$ cat src/rtl/uart_rx.sv
// UART receiver: 2-flop synchronizer, mid-bit sampling, valid/ready word output with error pulses.
// Optional even-parity bit after the data bits is enabled by defining UART_RX_PARITY_EN.
module uart_rx #(
    parameter int BAUD = 921600,
    parameter int CLKF = 100000000,
    parameter int DLEN = 8
) (
    input  logic            clk,
    input  logic            rstn,
    input  logic            i_rxs,
    output logic            o_tvalid,
    input  logic            i_tready,
    output logic [DLEN-1:0] o_tdata,
    output logic            o_ferr,
    output logic            o_oerr,
    output logic            o_perr
);

    localparam int BAUD_LIM = CLKF / BAUD - 1;
    localparam int HALF_LIM = BAUD_LIM / 2;
    localparam int CNT_W    = (BAUD_LIM < 1) ? 1 : $clog2(BAUD_LIM + 1);
    localparam int BIT_W    = $clog2(DLEN + 1);

    localparam logic [CNT_W-1:0] CNT_BAUD = CNT_W'(BAUD_LIM);
    localparam logic [CNT_W-1:0] CNT_HALF = CNT_W'(HALF_LIM);
    localparam logic [BIT_W-1:0] LAST_BIT = BIT_W'(DLEN - 1);

    typedef enum logic [2:0] {
        S_IDLE   = 3'd0,
        S_START  = 3'd1,
        S_DATA   = 3'd2,
`ifdef UART_RX_PARITY_EN
        S_PARITY = 3'd3,
`endif
        S_STOP   = 3'd4
    } state_t;

`ifdef UART_RX_PARITY_EN
    function automatic logic par_err(input logic [DLEN-1:0] d, input logic p);
        return (^d) ^ p;
    endfunction
`endif

    logic             rxs_p0;
    logic             rxs_p1;
    logic             rxs_p2;
    logic             fall_edge;
    logic             baud_tick;

    state_t           state;
    state_t           state_nxt;
    logic [CNT_W-1:0] cnt;
    logic [CNT_W-1:0] cnt_nxt;
    logic [BIT_W-1:0] bit_cnt;
    logic [BIT_W-1:0] bit_cnt_nxt;
    logic [DLEN-1:0]  shreg;
    logic [DLEN-1:0]  shreg_nxt;
    logic             commit;
    logic             ferr_set;
    logic             overrun;
`ifdef UART_RX_PARITY_EN
    logic             par_bit;
    logic             par_bit_nxt;
    logic             perr_set;
`endif

    // Stage p0/p1: metastability synchronizer, p2: history for edge detection
    always_ff @(posedge clk or negedge rstn) begin
        if (!rstn) begin
            rxs_p0 <= 1'b1;
            rxs_p1 <= 1'b1;
            rxs_p2 <= 1'b1;
        end else begin
            rxs_p0 <= i_rxs;
            rxs_p1 <= rxs_p0;
            rxs_p2 <= rxs_p1;
        end
    end

    assign fall_edge = rxs_p2 && !rxs_p1;
    assign baud_tick = (cnt == CNT_BAUD);

    // Frame sequencer
    always_ff @(posedge clk or negedge rstn) begin
        if (!rstn) begin
            state   <= S_IDLE;
            cnt     <= '0;
            bit_cnt <= '0;
            shreg   <= '0;
`ifdef UART_RX_PARITY_EN
            par_bit <= 1'b0;
`endif
        end else begin
            state   <= state_nxt;
            cnt     <= cnt_nxt;
            bit_cnt <= bit_cnt_nxt;
            shreg   <= shreg_nxt;
`ifdef UART_RX_PARITY_EN
            par_bit <= par_bit_nxt;
`endif
        end
    end

    always_comb begin
        state_nxt   = state;
        cnt_nxt     = cnt + 1'b1;
        bit_cnt_nxt = bit_cnt;
        shreg_nxt   = shreg;
        commit      = 1'b0;
        ferr_set    = 1'b0;
`ifdef UART_RX_PARITY_EN
        par_bit_nxt = par_bit;
        perr_set    = 1'b0;
`endif
        case (state)
            S_IDLE: begin
                cnt_nxt     = '0;
                bit_cnt_nxt = '0;
                if (fall_edge) begin
                    state_nxt = S_START;
                end
            end
            S_START: begin
                if (cnt == CNT_HALF) begin
                    // A line already back high at mid start bit was a glitch
                    state_nxt = rxs_p1 ? S_IDLE : S_DATA;
                end
            end
            S_DATA: begin
                if (baud_tick) begin
                    shreg_nxt   = {rxs_p1, shreg[DLEN-1:1]};
                    bit_cnt_nxt = bit_cnt + 1'b1;
                    if (bit_cnt == LAST_BIT) begin
`ifdef UART_RX_PARITY_EN
                        state_nxt = S_PARITY;
`else
                        state_nxt = S_STOP;
`endif
                    end
                end
            end
`ifdef UART_RX_PARITY_EN
            S_PARITY: begin
                if (baud_tick) begin
                    par_bit_nxt = rxs_p1;
                    state_nxt   = S_STOP;
                end
            end
`endif
            S_STOP: begin
                if (baud_tick) begin
                    state_nxt = S_IDLE;
                    if (!rxs_p1) begin
                        ferr_set = 1'b1;
`ifdef UART_RX_PARITY_EN
                    end else if (par_err(shreg, par_bit)) begin
                        perr_set = 1'b1;
`endif
                    end else begin
                        commit = 1'b1;
                    end
                end
            end
            default: begin
                state_nxt = S_IDLE;
            end
        endcase
        if (state_nxt != state || baud_tick) begin
            cnt_nxt = '0;
        end
    end

    assign overrun = commit && o_tvalid && !i_tready;

    // Output word holding register and one-cycle error pulses
    always_ff @(posedge clk or negedge rstn) begin
        if (!rstn) begin
            o_tvalid <= 1'b0;
            o_tdata  <= '0;
            o_ferr   <= 1'b0;
            o_oerr   <= 1'b0;
        end else begin
            o_ferr <= ferr_set;
            o_oerr <= overrun;
            if (commit && !overrun) begin
                o_tvalid <= 1'b1;
                o_tdata  <= shreg;
            end else if (o_tvalid && i_tready) begin
                o_tvalid <= 1'b0;
            end
        end
    end

`ifdef UART_RX_PARITY_EN
    always_ff @(posedge clk or negedge rstn) begin
        if (!rstn) begin
            o_perr <= 1'b0;
        end else begin
            o_perr <= perr_set;
        end
    end
`else
    assign o_perr = 1'b0;
`endif

endmodule

$ cat config.mk
export PLATFORM = sky130hd
export DESIGN_NAME = uart_rx
export DESIGN_NICKNAME = d
export VERILOG_FILES = /design/src/rtl/uart_rx.sv
export SDC_FILE = /design/constraint.sdc
export NUM_CORES = 1
export LEC_CHECK = 0
export ABC_AREA = 1
export CAP_MARGIN = 40
export CORE_MARGIN = 1.5
export CORE_UTILIZATION = 50
export DETAILED_ROUTE_END_ITERATION = 8
export GPL_ROUTABILITY_DRIVEN = 0
export MAX_ROUTING_LAYER = met4
export PLACE_DENSITY = 0.72
export SLEW_MARGIN = 30
export SYNTH_ARGS = -nofsm -noshare
export SYNTH_HDL_FRONTEND = slang
export SYNTH_SLANG_ARGS = --single-unit
$ cat constraint.sdc
create_clock -name clk -period 4.5 [get_ports clk]
set_input_delay 0.9 -clock clk [delete_from_list [all_inputs] [get_ports clk]]
set_output_delay 0.9 -clock clk [all_outputs]
set_load 0.02 [all_outputs]
Figure 1. Routed metal per tile (run 1).
12 x 12 tiles, from dark blue (low) to red (high), scaled to the fullest tile. Values are wire area over tile area, all layers added.
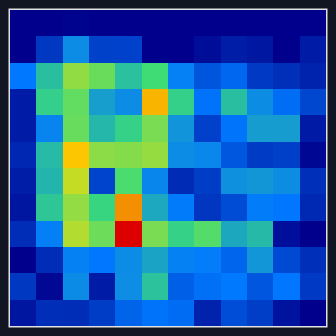
fullest tile: 0.47
mean over tiles: 0.12
nearly empty tiles: 15%
emptiest ninth of the die: north-east
tiles over half the peak: 14%
vias post-DR: 1178
WL per Instance: 11.2 um
GRT Overall Usage: 18.2%

Figure 2. Cell classes on the final placement (run 1).
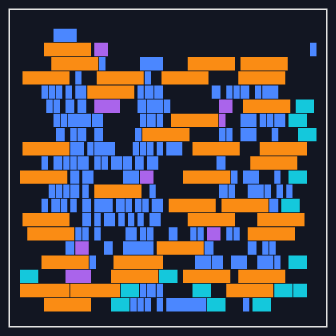
[purple] clock drivers and dummy loads | cells: 8 | share of their area: 3.8%
[blue] combinational and other logic | cells: 137 | share of their area: 39%
[orange] sequential cells | cells: 36 | share of their area: 49%
[cyan] remaining buffers and delay cells | cells: 15 | share of their area: 8.1%

==> impl_metrics.tcl, run 1 <==
# yosys + openroad results
set metrics [dict create \
    dp_cells 232 \
    hold_violations 0 \
    synth-main-ff-cell "dfrtp_1" \
    grt_pass1_vias 1170 \
    hold_buffers 0 \
    cp.depth 1 \
    finalCritPeriodShare_pct 49.4 \
    fin_util_pct 60.8 \
    ir_drop_uv 186 \
    nonClkBufAreaFrac_pct 7.83 \
    drc 0 \
    slew_viol_final 0 \
    warning_count 27 \
    n_fill_cell 285 \
    synth.area.mux_share_pct 0 \
    setup.worst_path.start_class "register" \
    yosys.area_share.aoi_pct 9.95 \
    areaGrowthSynthToFinish_pct 13.6 \
    dr_wl_met2_um 1350 \
    max_cap_violations 0 \
    fin_nets 202 \
    yosys.area.top_type "dfrtp_1" \
    inv_count 24 \
    fp_util_pct 53.5 \
    non_clock_buffer_count 15 \
    grt_setup_unrepaired "false" \
    dr.first_iter.drc_count 73 \
    num_rows 20 \
    finalWorstSetupSlack_ps 2280 \
    final-comb-area_um2 614 \
    setup_violations 0 \
    edf_count 0 \
    drive_gt1_share_pct 17.3 \
    status "finished, final reports clean" \
    ys_seq_elements 36 \
    hp-start "rxs_p0" \
    dp.final_hpwl_um 1950 \
    cts_resized 0 \
    tap_cells 44 \
    dp_slack_ps 2300 \
]
Figure 3. The clock network (run 1).
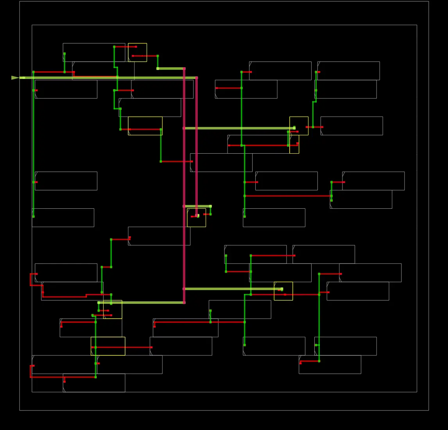
worst-skew pair later-pin latency: 340 ps
Num Clock Sinks: 36

Figure 4. Clock wires, drivers and flops (run 1).
The bar under the picture is 20 um long.
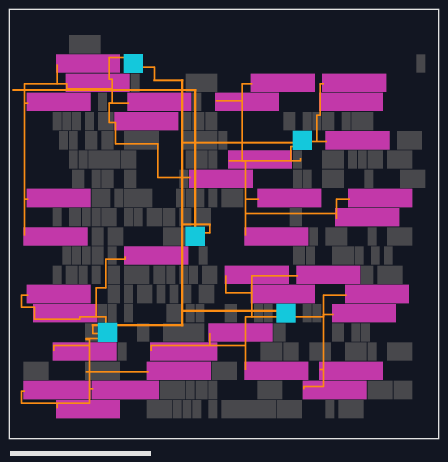
[orange] clock wires | length: 434 um
[magenta] flip-flops | count: 36
[cyan] clock drivers | count: 5
flops lie: spread over the die
routed clock nets: 6

-- run 1: sequential cells by signal, summed over array words and instances (netlist names) --
name and flops:
cnt 7, bit_cnt 4, o_ferr 1, o_tdata 8, shreg 8, rxs_p1 1, state 3, o_tvalid 1
o_oerr 1, rxs_p0 1, rxs_p2 1
-- run 1: layer usage --
layer | vias to the layer above | track usage (%)
met4 | 0 | 8.07
li1 | 599 | -
met3 | 7 | 6.40
met1 | 557 | 17.8
met2 | 15 | 32.3
met5 | - | -
-- run 1: power by group --
| group | internal [mW] | leakage, nW | switching [mW] |
|---|---|---|---|
| Clock | 0.0919 | 0.0386 | 0.103 |
| Sequential | 0.342 | 0.484 | 0.0228 |
| Combinational | 0.0322 | 0.326 | 0.0512 |
| Total | 0.466 | 0.849 | 0.177 |
## Run 2: what changed since run 1
- PLACE_DENSITY: 0.72 -> 0.75
- clock period: 4.5 -> 1.9 ns (I/O delays scaled with it)
Figure 5. Sequential cells coloured by netlist name (run 2).
Other sequential cells in the stronger grey, the rest of the logic in the fainter grey.
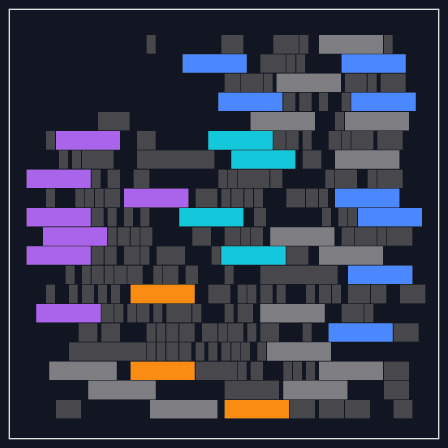
[cyan] `bit_cnt` | placed flops: 4 | where: centre
[orange] `state` | placed flops: 3
[blue] `o_tdata` | placed flops: 8
[purple] `cnt` | placed flops: 7 | where: west

==> run 2 against run 1 <==
  * Critical path depth stayed put
  * Design area grew 3.5%
  * Sequential share of layout area is 1.6 points lower
  * Largest cell class unchanged
  * Register-to-register slack got worse by 2500 ps
  * First-iteration DRC count is 40% lower
  * Critical endpoint is now o_tdata[1]
==> impl_metrics.tcl, run 2 <==
# yosys + openroad results
set metrics [dict create \
    status "finished, final reports clean" \
    max_cap_violations 0 \
    met1_usage_pct 21.1 \
    hold_buffers 0 \
    ir_drop_uv 705 \
    p_clk_share_pct 42.9 \
    drc 0 \
    combPwrFrac_pct 10.5 \
    fp_util_pct 53.5 \
    dp_slack_ps 204 \
    hold_violations 0 \
    switchingPower_uw 430 \
    grt_util_met3_pct 7.04 \
    cp.depth 1 \
    dp_cells 233 \
    finalCritPeriodShare_pct 89.6 \
    setup.worst_path.start_class "register" \
    busiest_layer "met2" \
    edf_count 0 \
    wl_per_cell_um 11.2 \
    pg_comb_uw 196 \
    grt_setup_unrepaired "false" \
    num_vias 1193 \
    dr.first_iter.drc_count 44 \
    warning_count 27 \
    areaGrowthSynthToFinish_pct 17.6 \
    clk_latency_ps 340 \
    cts_resized 0 \
    drive_gt1_share_pct 18.3 \
    switching_share_pct 23.1 \
    synth-main-ff-cell "dfrtp_1" \
    final-comb-area_um2 614 \
    fin_util_pct 62.9 \
    setup_violations 0 \
    cts_sinks 36 \
    n_fill_cell 284 \
    hp-start "rxs_p0" \
    p_int_mw 1.43 \
    p_seq_share_pct 46.5 \
    power_leader "sequential cells" \
    finalWorstSetupSlack_ps 198 \
    grt.met2_usage_pct 29.0 \
]
Figure 6. The clock network (run 2).
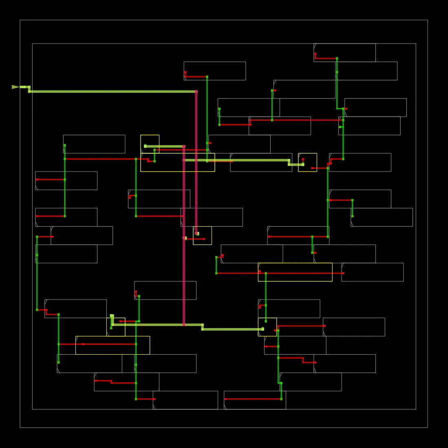
Clock Skew: 9.07 ps
cts bufs inserted: 5
Power Clock: 797 uW
clock buf count: 5
seq_cells: 36

==> run 2: layer usage <==
layer	vias to the layer above	wire (um)
met5	-	0
met4	0	47
met3	6	115
met2	22	1330
met1	566	1210
li1	599	-
==> run 2: area by class of cell <==
cell class / count / area share (%)
clock buffer: 5 / 1.92
sequential: 36 / 46.3
inverter: 24 / 4.87
timing repair buffer: 16 / 7.95
multi-input combinational: 113 / 31.5
clock inverter: 3 / 4.62
tap: 44 / 2.82
==> run 2: kinds of logic (layout without fill, tap and decap cells) <==
logic type	count (synthesis)	after routing	synth area share, %
compound gates	25	25	9.95
xor+xnor	1	1	0.528
fa+ha+maj	3	3	2.26
buf+inv	29	48	8.52
flops	36	36	54.5
other cells	1	1	0.226
simple gates	83	83	24.0
No activity file was given, so power comes from the tool's default toggle rates.
